==> src/rtl/jtag_tap_tracker.sv <==
// JTAG TCK generator and IEEE 1149.1 TAP state mirror for the mezzanine boot-config path.
// tck and tap_state change on the same clk edge, so consumers can sample either TCK edge.

`ifndef JTAG_TAP_STATE_DEFS
`define JTAG_TAP_STATE_DEFS
`define STATE_EXIT2_DR          4'h0
`define STATE_EXIT1_DR          4'h1
`define STATE_SHIFT_DR          4'h2
`define STATE_PAUSE_DR          4'h3
`define STATE_SELECT_IR_SCAN    4'h4
`define STATE_UPDATE_DR         4'h5
`define STATE_CAPTURE_DR        4'h6
`define STATE_SELECT_DR_SCAN    4'h7
`define STATE_EXIT2_IR          4'h8
`define STATE_EXIT1_IR          4'h9
`define STATE_SHIFT_IR          4'hA
`define STATE_PAUSE_IR          4'hB
`define STATE_RUN_TEST_IDLE     4'hC
`define STATE_UPDATE_IR         4'hD
`define STATE_CAPTURE_IR        4'hE
`define STATE_TEST_LOGIC_RESET  4'hF
`endif

module jtag_tap_tracker #(
    parameter int CLK_DIV = 4,
    parameter int CNT_W   = 16
) (
    input  logic             clk,
    input  logic             rst,
    input  logic             enable,
    input  logic             tms,
    output logic             tck,
    output logic             tck_rise,
    output logic             tck_fall,
    output logic [3:0]       tap_state,
    output logic             tap_valid,
    output logic [CNT_W-1:0] tck_cnt
);

    localparam int             DIV_W    = (CLK_DIV > 1) ? $clog2(CLK_DIV) : 1;
    localparam logic [DIV_W-1:0] DIV_LAST = DIV_W'(CLK_DIV - 1);
    localparam logic [2:0]     SYNC_ONES = 3'd5;

    typedef enum logic [3:0] {
        TLR       = `STATE_TEST_LOGIC_RESET,
        RTI       = `STATE_RUN_TEST_IDLE,
        SEL_DR    = `STATE_SELECT_DR_SCAN,
        CAP_DR    = `STATE_CAPTURE_DR,
        SHIFT_DR  = `STATE_SHIFT_DR,
        EXIT1_DR  = `STATE_EXIT1_DR,
        PAUSE_DR  = `STATE_PAUSE_DR,
        EXIT2_DR  = `STATE_EXIT2_DR,
        UPDATE_DR = `STATE_UPDATE_DR,
        SEL_IR    = `STATE_SELECT_IR_SCAN,
        CAP_IR    = `STATE_CAPTURE_IR,
        SHIFT_IR  = `STATE_SHIFT_IR,
        EXIT1_IR  = `STATE_EXIT1_IR,
        PAUSE_IR  = `STATE_PAUSE_IR,
        EXIT2_IR  = `STATE_EXIT2_IR,
        UPDATE_IR = `STATE_UPDATE_IR
    } tap_state_t;

    tap_state_t       state_q;
    tap_state_t       state_d;
    logic [DIV_W-1:0] div_cnt;
    logic [2:0]       ones_q;
    logic [2:0]       ones_d;
    logic             enable_q;
    logic             div_wrap;
    logic             rise_evt;
    logic             fall_evt;
    logic             sync_hit;

    // Rise/fall events are decided combinationally so strobes land with the tck flop.
    assign div_wrap = enable && (div_cnt == DIV_LAST);
    assign rise_evt = div_wrap && !tck;
    assign fall_evt = (div_wrap && tck) || (!enable && tck);

    always_ff @(posedge clk or posedge rst) begin
        if (rst) begin
            div_cnt  <= '0;
            tck      <= 1'b0;
            tck_rise <= 1'b0;
            tck_fall <= 1'b0;
            enable_q <= 1'b0;
        end else begin
            tck_rise <= rise_evt;
            tck_fall <= fall_evt;
            enable_q <= enable;
            if (!enable) begin
                div_cnt <= '0;
                tck     <= 1'b0;
            end else if (div_wrap) begin
                div_cnt <= '0;
                tck     <= ~tck;
            end else begin
                div_cnt <= div_cnt + DIV_W'(1);
            end
        end
    end

    always_comb begin
        ones_d = ones_q;
        if (rise_evt) begin
            if (!tms) begin
                ones_d = 3'd0;
            end else if (ones_q != SYNC_ONES) begin
                ones_d = ones_q + 3'd1;
            end
        end
    end

    assign sync_hit = rise_evt && tms && (ones_d == SYNC_ONES);

    always_ff @(posedge clk or posedge rst) begin
        if (rst) begin
            state_q <= TLR;
        end else begin
            state_q <= state_d;
        end
    end

    // Five consecutive TMS=1 edges always land in TLR; the override also covers a corrupted state.
    always_comb begin
        state_d = state_q;
        if (rise_evt) begin
            case (state_q)
                TLR:       state_d = tms ? TLR       : RTI;
                RTI:       state_d = tms ? SEL_DR    : RTI;
                SEL_DR:    state_d = tms ? SEL_IR    : CAP_DR;
                SEL_IR:    state_d = tms ? TLR       : CAP_IR;
                CAP_DR:    state_d = tms ? EXIT1_DR  : SHIFT_DR;
                SHIFT_DR:  state_d = tms ? EXIT1_DR  : SHIFT_DR;
                EXIT1_DR:  state_d = tms ? UPDATE_DR : PAUSE_DR;
                PAUSE_DR:  state_d = tms ? EXIT2_DR  : PAUSE_DR;
                EXIT2_DR:  state_d = tms ? UPDATE_DR : SHIFT_DR;
                UPDATE_DR: state_d = tms ? SEL_DR    : RTI;
                CAP_IR:    state_d = tms ? EXIT1_IR  : SHIFT_IR;
                SHIFT_IR:  state_d = tms ? EXIT1_IR  : SHIFT_IR;
                EXIT1_IR:  state_d = tms ? UPDATE_IR : PAUSE_IR;
                PAUSE_IR:  state_d = tms ? EXIT2_IR  : PAUSE_IR;
                EXIT2_IR:  state_d = tms ? UPDATE_IR : SHIFT_IR;
                UPDATE_IR: state_d = tms ? SEL_DR    : RTI;
                default:   state_d = TLR;
            endcase
            if (sync_hit) begin
                state_d = TLR;
            end
        end
    end

    always_ff @(posedge clk or posedge rst) begin
        if (rst) begin
            ones_q    <= 3'd0;
            tap_valid <= 1'b0;
        end else begin
            ones_q <= ones_d;
            if (sync_hit) begin
                tap_valid <= 1'b1;
            end
        end
    end

    // A fresh enable clears the count even if a rise would land on the same edge.
    always_ff @(posedge clk or posedge rst) begin
        if (rst) begin
            tck_cnt <= '0;
        end else if (enable && !enable_q) begin
            tck_cnt <= '0;
        end else if (rise_evt && !(&tck_cnt)) begin
            tck_cnt <= tck_cnt + CNT_W'(1);
        end
    end

    assign tap_state = state_q;

endmodule

==> config.mk <==
export PLATFORM = sky130hd
export DESIGN_NAME = jtag_tap_tracker
export DESIGN_NICKNAME = d
export VERILOG_FILES = /design/src/rtl/jtag_tap_tracker.sv
export SDC_FILE = /design/constraint.sdc
export NUM_CORES = 1
export LEC_CHECK = 0
export CAP_MARGIN = 20
export CORE_MARGIN = 2
export CORE_UTILIZATION = 25
export CTS_CLUSTER_DIAMETER = 40
export DETAILED_ROUTE_END_ITERATION = 12
export HOLD_SLACK_MARGIN = 0.15
export SLEW_MARGIN = 30
export SYNTH_ARGS = -nofsm -noshare
export SYNTH_HDL_FRONTEND = slang
export SYNTH_SLANG_ARGS = --single-unit
==> constraint.sdc <==
create_clock -name clk -period 2.4 [get_ports clk]
set_input_delay 0.48 -clock clk [delete_from_list [all_inputs] [get_ports clk]]
set_output_delay 0.48 -clock clk [all_outputs]
set_load 0.02 [all_outputs]
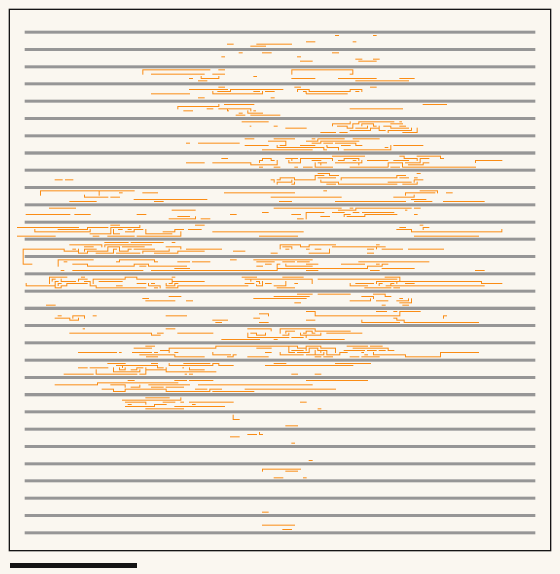
Figure 1: M1 wires.
The bar under the picture is 20 µm long. Supply wires on this layer in gray.
The wires run mostly horizontal. 195 nets have wire on it. The layer carries 1810 µm of wire.
drt total wl: 3.796 mm
Vias: 1472
grt met1 use: 14.63%

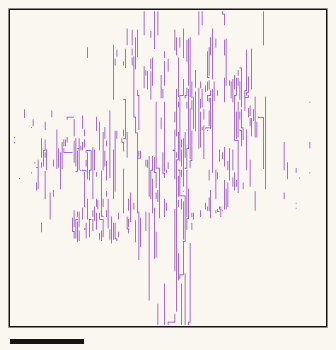
Figure 2: met2 routing.
The bar under the picture is 20 µm long.
The layer carries 1810 µm of wire. The longest straight run is 40.8 µm. 182 nets have wire on it.
met2 Track Usage GR: 17.33%

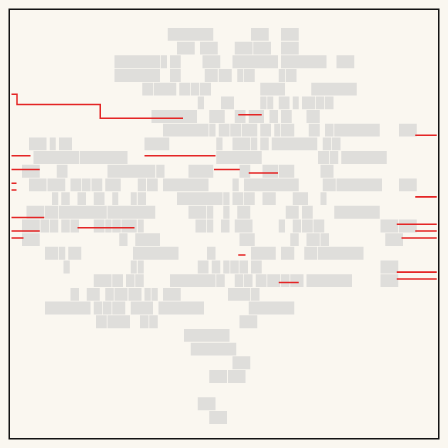
Figure 3: the metal 3 layer.
The wires run mostly horizontal. The layer holds 3.9% of the routed length. The layer carries 148 µm of wire. 19 nets have wire on it.

==> results_slide.txt <==
Synthesis and Place & Route Summary

Synthesis
  – Commonest flop: dfrtp_1
  – Post-synth EDFFs: 0
  – Floorplan Nets: 188
  – YS chip area: 0.001644 mm²
  – Syn Std Cell Area: 0.001644 mm²
  – Mapped Cells: 180
  – Post-synth ARST share: 100.0%
  – Synth top area share: 39.57%
  – Yosys top cell by instances: dfrtp_1
  – Distinct cells, synth: around 41
  – #FFs+latches synth: 30
  – Synth area leaders: dfrtp_1, dfstp_2, a21oi_1
  – Ys Warns: 0
  – Post-synth seq share: 45.97%
  – Cells in synth_stat.txt: 180
  – Syn_area_per_cell: roughly 9.1 µm²
  – Synth area leader: dfrtp_1

Clock tree
  – CTS root buf: clkbuf_8
  – Bufs on Longest Clock Path: 2
  – Num CTS Buffers: 5
  – Hold-fix buffers at CTS: 0
  – Insertion Delay late pin: 0.28 ns
  – Post-CTS sizing: 0
  – Clk sinks: 30
  – Clock edge transition at the registers on the reported setup and hold paths: 0.07 ns
  – CTS tree: yes
  – H-tree level count: 2
  – Post-CTS Setup Bufs: 0

Finish
  – Layout Nets: roughly 220
  – Area of the multi-input gates: just over 800 µm²
  – Fillers: 645
  – # diodes: 0
  – Area Overhead vs Synth: 29.76%
  – Storage cell area: around 760 µm²
  – Final cell count without fillers: 290
  – Share of cells above drive strength 1: 8.451%

Final timing
  – Pins Over Slew Limit: 0
  – Tcrit/Tclk final: a little over four fifths
  – F_max: 0.4935 GHz
  – Setup TNS: 0 ns
  – Tmin final: 2.026 ns
  – Unrepaired setup endpoints after global routing: no
  – Final Hold Fails: 0
  – Final setup fails: 0
  – Clk_skew: between 0.004 and 0.005 ns

Setup path
  – Worst Setup Start Kind: flop
  – Critical Path RT: 1.92 ns
  – CP Cell Sequence: clkdlybuf4s50_1
  – Crit end category: output port
  – Bufs and invs on worst path: 1
  – Max FO, Critical Path: 10
  – CP delay by family, top: flip-flops
  – Critical path's largest stage delay: 0.63 ns
  – FF-to-FF setup slack: about 0.38 ns
  – CP max-delay cell: dfstp_2
  – Setup Crit Path Kind: reg2out
  – Worst Path Arrival: 1.55 ns

Detailed routing
  – Routed len/inst: 13.09 µm
  – DR pass1 iterations: 4
  – Drt drc: 0
  – Post-DRT Antenna Nets: 0
  – Violation tally from detailed-route iteration zero: just over 90
  – Vias per cell: 5.076

Pwr
  – PwrDens: slightly below 700 mW/mm²
  – Maximum vdd drop: 432.2 µV
  – Leakage dissipation: 0.8350 nW

Placement
  – Cells after DPL: 282
  – Dpl hpwl: roughly 2.7 mm
  – GPL Wtd Cong: 0.7382

Run
  – OpenROAD warnings: 27
  – Max-cap violations: 0

Global routing
  – First-pass GRT wire length: 6.382 mm
  – Total grt overflow: 0
  – Total track usage: 11.05%
  – Largest net degree at the start of global routing: 31
  – Vias in the first global route: 1327
  – Initial antenna violation count: 0

Floorplanning
  – Initial Util: between 20% and 30%
  – Die area: 0.007241 mm²
  – Placement Rows: 29
  – Die height: about 85 µm
  – IO Pins: 28
  – Area of the core: 0.006350 mm²
  – Die extent in x: about 85 µm

Worst hold path
  – Hold Crit Class: reg2reg

Run status
  – Status: complete, no violations
final cells by class:
cell class | instances | area share (%)
well taps | 77 | 4.516
repair buffers | 34 | 15.13
clock buffers | 7 | 3.578
multi-input cells | 135 | 38.89
inverters | 6 | 1.056
flip-flops and latches | 30 | 35.43
clock inverters | 1 | 1.408
logic make-up after synthesis:
| logic type | Yosys count | share of synthesized area [%] |
|---|---|---|
| compound gates | 52 | 19.56 |
| fa+ha+maj | 4 | 3.044 |
| buf+inv | 15 | 3.577 |
| flops | 30 | 45.97 |
| mux | 3 | 1.827 |
| simple gates | 76 | 26.03 |
final timing paths:
kind / startpoint / to / depth (start not counted)
worst min register to register: div_cnt[0]$_DFF_PP0_ / div_cnt[0]$_DFF_PP0_ / 1
worst max register to register: tck_cnt[0]$_DFFE_PP0P_ / tck_cnt[14]$_DFFE_PP0P_ / 5
worst min-delay path: div_cnt[0]$_DFF_PP0_ / div_cnt[0]$_DFF_PP0_ / 1
worst max-delay path: tap_state[2]$_DFFE_PP1N_ / tap_state[2] / 1
max in group asynchronous: rst / tap_state[1]$_DFFE_PP1N_ / 3
min in group asynchronous: rst / tap_valid$_DFFE_PP0P_ / 3
sequential cells by signal (all words and copies together) (netlist names):
name,flops
tap_state,4
tck_cnt,16
enable_q,1
tck_fall,1
ones_q,3
tck_rise,1
tap_valid,1
tck,1
div_cnt,2
cell usage in the layout (no fill, tap or decap), types with 2 or more instances in the layout:
| master | count |
|---|---|
| buf_4 | 7 |
| a31oi_1 | 4 |
| inv_1 | 6 |
| clkdlybuf4s50_1 | 27 |
| nand3_1 | 5 |
| ha_1 | 4 |
| a21oi_1 | 16 |
| nor4b_1 | 2 |
| clkbuf_8 | 5 |
| or4_1 | 5 |
| dfstp_2 | 4 |
| nand2b_1 | 11 |
| mux2i_1 | 3 |
| nand3b_1 | 4 |
| clkbuf_1 | 2 |
| o21ai_0 | 15 |
| nor2_1 | 6 |
| or3_1 | 4 |
| and2_1 | 4 |
| nand2_1 | 17 |
| nor4_1 | 3 |
| o31ai_1 | 4 |
| dfrtp_1 | 26 |
| and3_1 | 2 |
| nor3_1 | 6 |
| nand4_1 | 3 |
metrics by stage:
stage                     hold WS [ns]  setup WS, ns  cell area, µm²  utilization, %  power (mW)
after global placement          0.4251        0.1438            2027           31.92      0.9625
after global routing            0.4445        0.2464            2133           33.60       1.549
after CTS                       0.4361        0.3718            2133           33.60       1.480
after detailed placement        0.4272        0.1353            2027           31.92      0.9669
final                           0.4319        0.3736            2133           33.60       1.464
after floorplan                 0.4080        0.3984            1644               -      0.8536
power breakdown:
group | internal (mW) | switching [mW]
logic | 0.149 | 0.159
clock network | 0.310 | 0.194
registers | 0.575 | 0.0766
routing by layer:
layer | vias to the layer above | global-route usage (%) | part of all wire [%]
met5 | - | 0 | 0
met4 | 0 | 2.742 | 0.71
met3 | 3 | 3.891 | 3.9
met2 | 27 | 17.33 | 48
met1 | 710 | 14.63 | 48
li1 | 732 | - | -
Power and IR drop assume default switching activity.
